port_trees.png
(2 px per um)
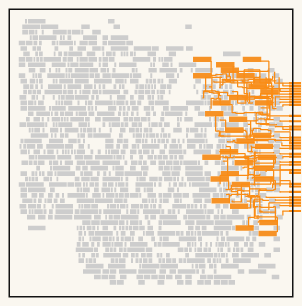
m2.png
(3 px per um)
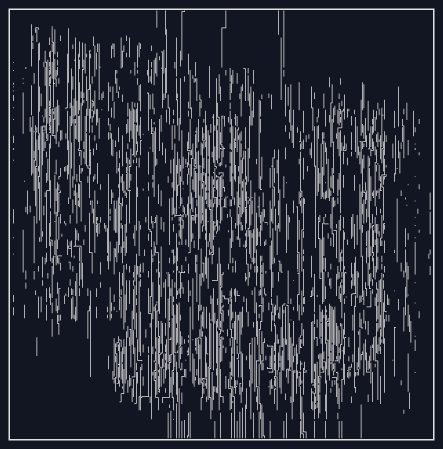
layers.png
(2 px per um) Two of the layers only.
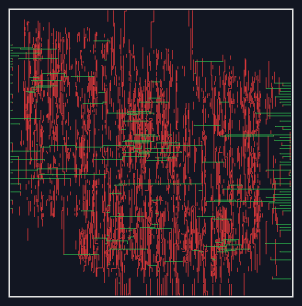
placed.png
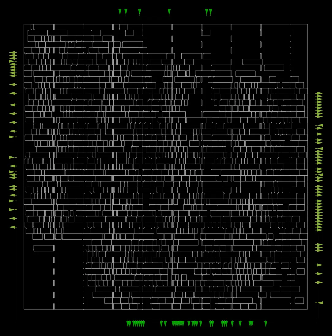
pinout.png
(3 px per um) Pins as bars across the die edge, other pins in gray.
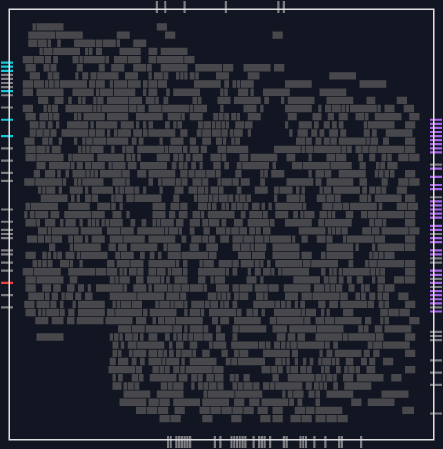
`src/rtl/madd_err_sweep_ctrl.sv`:
```
// madd_err_sweep_ctrl: exhaustive operand sweep and error-statistics
// accumulator for one combinational approximate multiply-add (y ~ a*b + c).
// Optional build macro MADD_ERR_WCE_CAPTURE_EN adds wce_a/wce_b/wce_c, the
// operands of the first vector that produced the worst error.
//
// Handshake: start is a level sampled only in IDLE; abort is a level sampled
// in RUN/DRAIN; done is a one-cycle pulse; busy covers RUN and DRAIN.
module madd_err_sweep_ctrl #(
   parameter int A_W   = 6,
   parameter int B_W   = 6,
   parameter int C_W   = 6,
   parameter int Y_W   = 12,
   parameter int ACC_W = 32
) (
   input  logic             clk,
   input  logic             rst_n,
   input  logic             start,
   input  logic             abort,
   output logic             busy,
   output logic             done,
   output logic [A_W-1:0]   op_a,
   output logic [B_W-1:0]   op_b,
   output logic [C_W-1:0]   op_c,
   input  logic [Y_W-1:0]   app_y,
`ifdef MADD_ERR_WCE_CAPTURE_EN
   output logic [A_W-1:0]   wce_a,
   output logic [B_W-1:0]   wce_b,
   output logic [C_W-1:0]   wce_c,
`endif
   output logic [ACC_W-1:0] err_cnt,
   output logic [ACC_W-1:0] err_sum,
   output logic [Y_W-1:0]   err_max
);

   localparam int V_W = A_W + B_W + C_W;

   localparam logic [1:0] S_IDLE  = 2'd0;
   localparam logic [1:0] S_RUN   = 2'd1;
   localparam logic [1:0] S_DRAIN = 2'd2;
   localparam logic [1:0] S_DONE  = 2'd3;

   logic [1:0]     state;
   logic           drain_cnt;
   // The vector counter is itself the registered operand bus; it holds the
   // final vector through DRAIN and is reloaded with 0 on the next start.
   logic [V_W-1:0] vc;

   logic           v1;
   logic [Y_W-1:0] y1;
   logic [Y_W-1:0] e1;
`ifdef MADD_ERR_WCE_CAPTURE_EN
   logic [A_W-1:0] a1;
   logic [B_W-1:0] b1;
   logic [C_W-1:0] c1;
`endif

   logic [Y_W-1:0]   exact_y;
   logic [Y_W-1:0]   d;
   logic [ACC_W:0]   sum_ext;
   logic [ACC_W-1:0] sum_next;
   logic [ACC_W-1:0] cnt_next;
   logic             start_ok;

   assign {op_c, op_b, op_a} = vc;
   assign busy     = (state == S_RUN) || (state == S_DRAIN);
   assign done     = (state == S_DONE);
   assign start_ok = (state == S_IDLE) && start;

   // Exact reference result and saturating statistic updates
   always_comb begin
      exact_y  = Y_W'(op_a) * Y_W'(op_b) + Y_W'(op_c);
      d        = (y1 >= e1) ? (y1 - e1) : (e1 - y1);
      sum_ext  = {1'b0, err_sum} + (ACC_W + 1)'(d);
      sum_next = sum_ext[ACC_W] ? {ACC_W{1'b1}} : sum_ext[ACC_W-1:0];
      cnt_next = (&err_cnt) ? err_cnt : err_cnt + ACC_W'(1);
   end

   // Sequencer FSM and vector counter
   always_ff @(posedge clk or negedge rst_n) begin
      if (!rst_n) begin
         state     <= S_IDLE;
         drain_cnt <= 1'b0;
         vc        <= '0;
      end else begin
         case (state)
            S_IDLE: begin
               if (start) begin
                  state <= S_RUN;
                  vc    <= '0;
               end
            end
            S_RUN: begin
               if (abort) begin
                  state <= S_IDLE;
               end else if (&vc) begin
                  state     <= S_DRAIN;
                  drain_cnt <= 1'b0;
               end else begin
                  vc <= vc + V_W'(1);
               end
            end
            S_DRAIN: begin
               if (abort)          state <= S_IDLE;
               else if (drain_cnt) state <= S_DONE;
               else                drain_cnt <= 1'b1;
            end
            default: state <= S_IDLE;
         endcase
      end
   end

   // S1: capture the approximate and exact results of the presented vector
   always_ff @(posedge clk or negedge rst_n) begin
      if (!rst_n) begin
         v1 <= 1'b0;
         y1 <= '0;
         e1 <= '0;
`ifdef MADD_ERR_WCE_CAPTURE_EN
         a1 <= '0;
         b1 <= '0;
         c1 <= '0;
`endif
      end else begin
         v1 <= (state == S_RUN) && !abort;
         if (state == S_RUN) begin
            y1 <= app_y;
            e1 <= exact_y;
`ifdef MADD_ERR_WCE_CAPTURE_EN
            a1 <= op_a;
            b1 <= op_b;
            c1 <= op_c;
`endif
         end
      end
   end

   // S2: accumulate error statistics; start clears them
   always_ff @(posedge clk or negedge rst_n) begin
      if (!rst_n) begin
         err_cnt <= '0;
         err_sum <= '0;
         err_max <= '0;
      end else if (start_ok) begin
         err_cnt <= '0;
         err_sum <= '0;
         err_max <= '0;
      end else if (v1) begin
         if (d != '0)     err_cnt <= cnt_next;
         err_sum <= sum_next;
         if (d > err_max) err_max <= d;
      end
   end

`ifdef MADD_ERR_WCE_CAPTURE_EN
   // Worst-case operands: strict comparison keeps the earliest on ties
   always_ff @(posedge clk or negedge rst_n) begin
      if (!rst_n) begin
         wce_a <= '0;
         wce_b <= '0;
         wce_c <= '0;
      end else if (start_ok) begin
         wce_a <= '0;
         wce_b <= '0;
         wce_c <= '0;
      end else if (v1 && (d > err_max)) begin
         wce_a <= a1;
         wce_b <= b1;
         wce_c <= c1;
      end
   end
`endif

endmodule
```
`config.mk`:
```
export PLATFORM = sky130hd
export DESIGN_NAME = madd_err_sweep_ctrl
export DESIGN_NICKNAME = d
export VERILOG_FILES = /design/src/rtl/madd_err_sweep_ctrl.sv
export SDC_FILE = /design/constraint.sdc
export NUM_CORES = 1
export LEC_CHECK = 0
export CORE_AREA = 4 4 137 139
export DETAILED_ROUTE_END_ITERATION = 8
export DIE_AREA = 0 0 141 143
export PLACE_DENSITY = 0.77
export REMOVE_ABC_BUFFERS = 1
export SLEW_MARGIN = 20
export SYNTH_ARGS = -nofsm -noshare
export SYNTH_HDL_FRONTEND = slang
export SYNTH_SLANG_ARGS = --single-unit
export TNS_END_PERCENT = 50
```
`constraint.sdc`:
```
create_clock -name clk -period 7.5 [get_ports clk]
set_clock_uncertainty 0.2 [all_clocks]
set_input_delay 1.875 -clock clk [delete_from_list [all_inputs] [get_ports clk]]
set_output_delay 1.875 -clock clk [all_outputs]
set_load 0.005 [all_outputs]
```
==> impl_results.rst <==
Run summary
-----------

.. list-table::
   :header-rows: 1

   * - Metric
     - Value
   * - Count of unique library cells instantiated by Yosys
     - 61
   * - Worst Max-Slew Pin Slew
     - 1010 ps
   * - Post-DR wirelength/cell
     - 16.0 um
   * - Count of antenna-violating nets left after detailed routing
     - 0
   * - Count of cells along the worst register-to-register path
     - 21
   * - Fraction of the yosys area taken by sequential cells
     - 0.335
   * - Chip footprint
     - 20200 um^2
   * - Reg-to-reg endpoint
     - err_sum[10]$_DFFE_PN0P_
   * - Summed standard-cell area reported by yosys
     - 9100 um^2
   * - Status
     - finished clean
   * - Max-capacitance violation count
     - 0
   * - Pin count of the biggest net entering global routing
     - 80
   * - Core region area
     - 17700 um^2
   * - Total via count in the routed design
     - 7887
   * - Chip Height
     - 143 um
   * - Crit Reg-Reg Startpoint
     - y1[0]$_DFFE_PN0P_
   * - CTS Buffer Depth
     - 2
   * - Final critical-path share of the clock period
     - 0.787
   * - Post-placement cell count
     - 1333
   * - Floorplan core density
     - 0.516
   * - Startpoint type of the worst setup path
     - register
   * - Non-Filler Instances
     - 1365
   * - Number of clock sinks seen by CTS
     - 122
   * - Via count of the first global-routing pass
     - 7351
   * - Net total in the final layout
     - 1245
   * - Die Width
     - 141 um
   * - Total wire length after detailed routing
     - 21900 um
   * - Summed instance area of the synthesized netlist
     - 9100 um^2
   * - Average footprint of a synthesized cell
     - 8.80 um^2
   * - Synth Flop Type
     - sky130_fd_sc_hd__dfrtp_1
   * - Global-route wire length before repair
     - 36700 um
   * - Metal-1 WL
     - 9770 um
   * - Met2 Routed Length
     - 10300 um
   * - Antenna violations before repair
     - 0
   * - IO Pins
     - 112
   * - Remaining max-slew budget at the tightest pin
     - 0.329
   * - Uppermost layer routed
     - met4
   * - Number of antenna diodes
     - 0
   * - Register-to-register setup slack
     - 1600 ps
Back to the opening pictures, port_trees.png:
| port | color | bits | direction | end cells | buffers | wire |
|---|---|---|---|---|---|---|
| err_cnt | orange | 32 | output | 32 | 32 | 1440 um |

Back to the opening pictures, m2.png:
wire length on this layer: 10300 um
share of all routed wire: 47%
main direction: vertical
longest straight run: 38.4 um
nets with wire on the layer: 1047

Back to the opening pictures, layers.png:
| layer | color | wire length |
|---|---|---|
| M2 | red | 10300 um |
| M3 | green | 1410 um |

Back to the opening pictures, placed.png:
post-layout utilization of the core: 0.616
Core Rows: 49
Taps Inserted: 229
Layout fillers: 1520

Back to the opening pictures, pinout.png:
| port | color | pins | direction | edge |
|---|---|---|---|---|
| op_a | cyan | 6 | output | left |
| err_cnt | purple | 32 | output | right |
| abort | red | 1 | input | left |
all pins by edge: 47 right, 31 bottom, 28 left, 6 top

through the flow:
step,worst slack (ps),power (W),hold WS [ps],area (um^2),util
after floorplan,2310,0.00272,288,8870,-
after global placement,1730,0.00337,309,10300,0.585
after detailed placement,1660,0.00340,310,10300,0.585
after CTS,1630,0.00421,323,10900,0.616
after global routing,1130,0.00459,331,10900,0.616
final,1600,0.00421,316,10900,0.616
report_power, final:
part | switching (W) | total (W) | internal [W]
combinational | 0.00150 | 0.00257 | 0.00107
clock | 0.000329 | 0.000767 | 0.000437
sequential | 0.000108 | 0.000873 | 0.000765
worst min path at each step:
| stage | end | slack, ps | cells past startpoint |
|---|---|---|---|
| after floorplan | y1[11]$_DFFE_PN0P_ | 290 | 1 |
| final | y1[11]$_DFFE_PN0P_ | 320 | 1 |
| after global routing | y1[11]$_DFFE_PN0P_ | 330 | 1 |
| after detailed placement | y1[11]$_DFFE_PN0P_ | 310 | 1 |
| after CTS | y1[11]$_DFFE_PN0P_ | 320 | 1 |
| after global placement | y1[11]$_DFFE_PN0P_ | 310 | 1 |
routing by layer:
metal | GRT usage | vias up
met5 | 0 | -
met1 | 0.308 | 3780
met3 | 0.0425 | 44
li1 | - | 3814
met2 | 0.357 | 249
met4 | 0.0714 | 0
area by class of cell:
class	instances	area, um^2	area share
clock buffers	18	439	0.0404
inverters	104	390	0.0359
flip-flops and latches	122	3050	0.281
clock inverters	14	113	0.0104
multi-input cells	761	5440	0.500
well taps	229	287	0.0263
repair buffers	117	1160	0.106
state kept, by name, indices dropped and copies added, names as in the netlist:
register / flops
drain_cnt: 1
e1: 12
err_cnt: 32
err_max: 12
err_sum: 32
state: 2
v1: 1
vc: 18
y1: 12
logic make-up (layout without fill, tap and decap cells):
| family | Yosys count | count (layout) | synth area share |
|---|---|---|---|
| compound gates | 233 | 233 | 0.158 |
| flops | 122 | 122 | 0.335 |
| fa+ha+maj | 106 | 106 | 0.165 |
| simple gates | 339 | 339 | 0.190 |
| buf+inv | 151 | 253 | 0.0682 |
| mux | 29 | 29 | 0.0323 |
| xor+xnor | 54 | 54 | 0.0520 |
critical path, cell delays in order (launching register included):
cell and delay [ps]:
sky130_fd_sc_hd__dfrtp_1 380, sky130_fd_sc_hd__inv_1 70, sky130_fd_sc_hd__ha_1 190, sky130_fd_sc_hd__inv_1 80, sky130_fd_sc_hd__fa_1 430, sky130_fd_sc_hd__nand3_1 120, sky130_fd_sc_hd__a311oi_1 140, sky130_fd_sc_hd__a211oi_4 720
sky130_fd_sc_hd__mux2i_1 290, sky130_fd_sc_hd__xnor2_1 190, sky130_fd_sc_hd__ha_1 310, sky130_fd_sc_hd__nor2b_1 140, sky130_fd_sc_hd__o21ai_0 190, sky130_fd_sc_hd__a21boi_0 120, sky130_fd_sc_hd__o21ai_0 280, sky130_fd_sc_hd__a2111oi_0 160
sky130_fd_sc_hd__o21a_1 230, sky130_fd_sc_hd__o2111ai_1 810, sky130_fd_sc_hd__buf_4 310, sky130_fd_sc_hd__nand2_1 60, sky130_fd_sc_hd__o32ai_1 270, sky130_fd_sc_hd__nor2_1 60
Power and IR drop assume default switching activity.
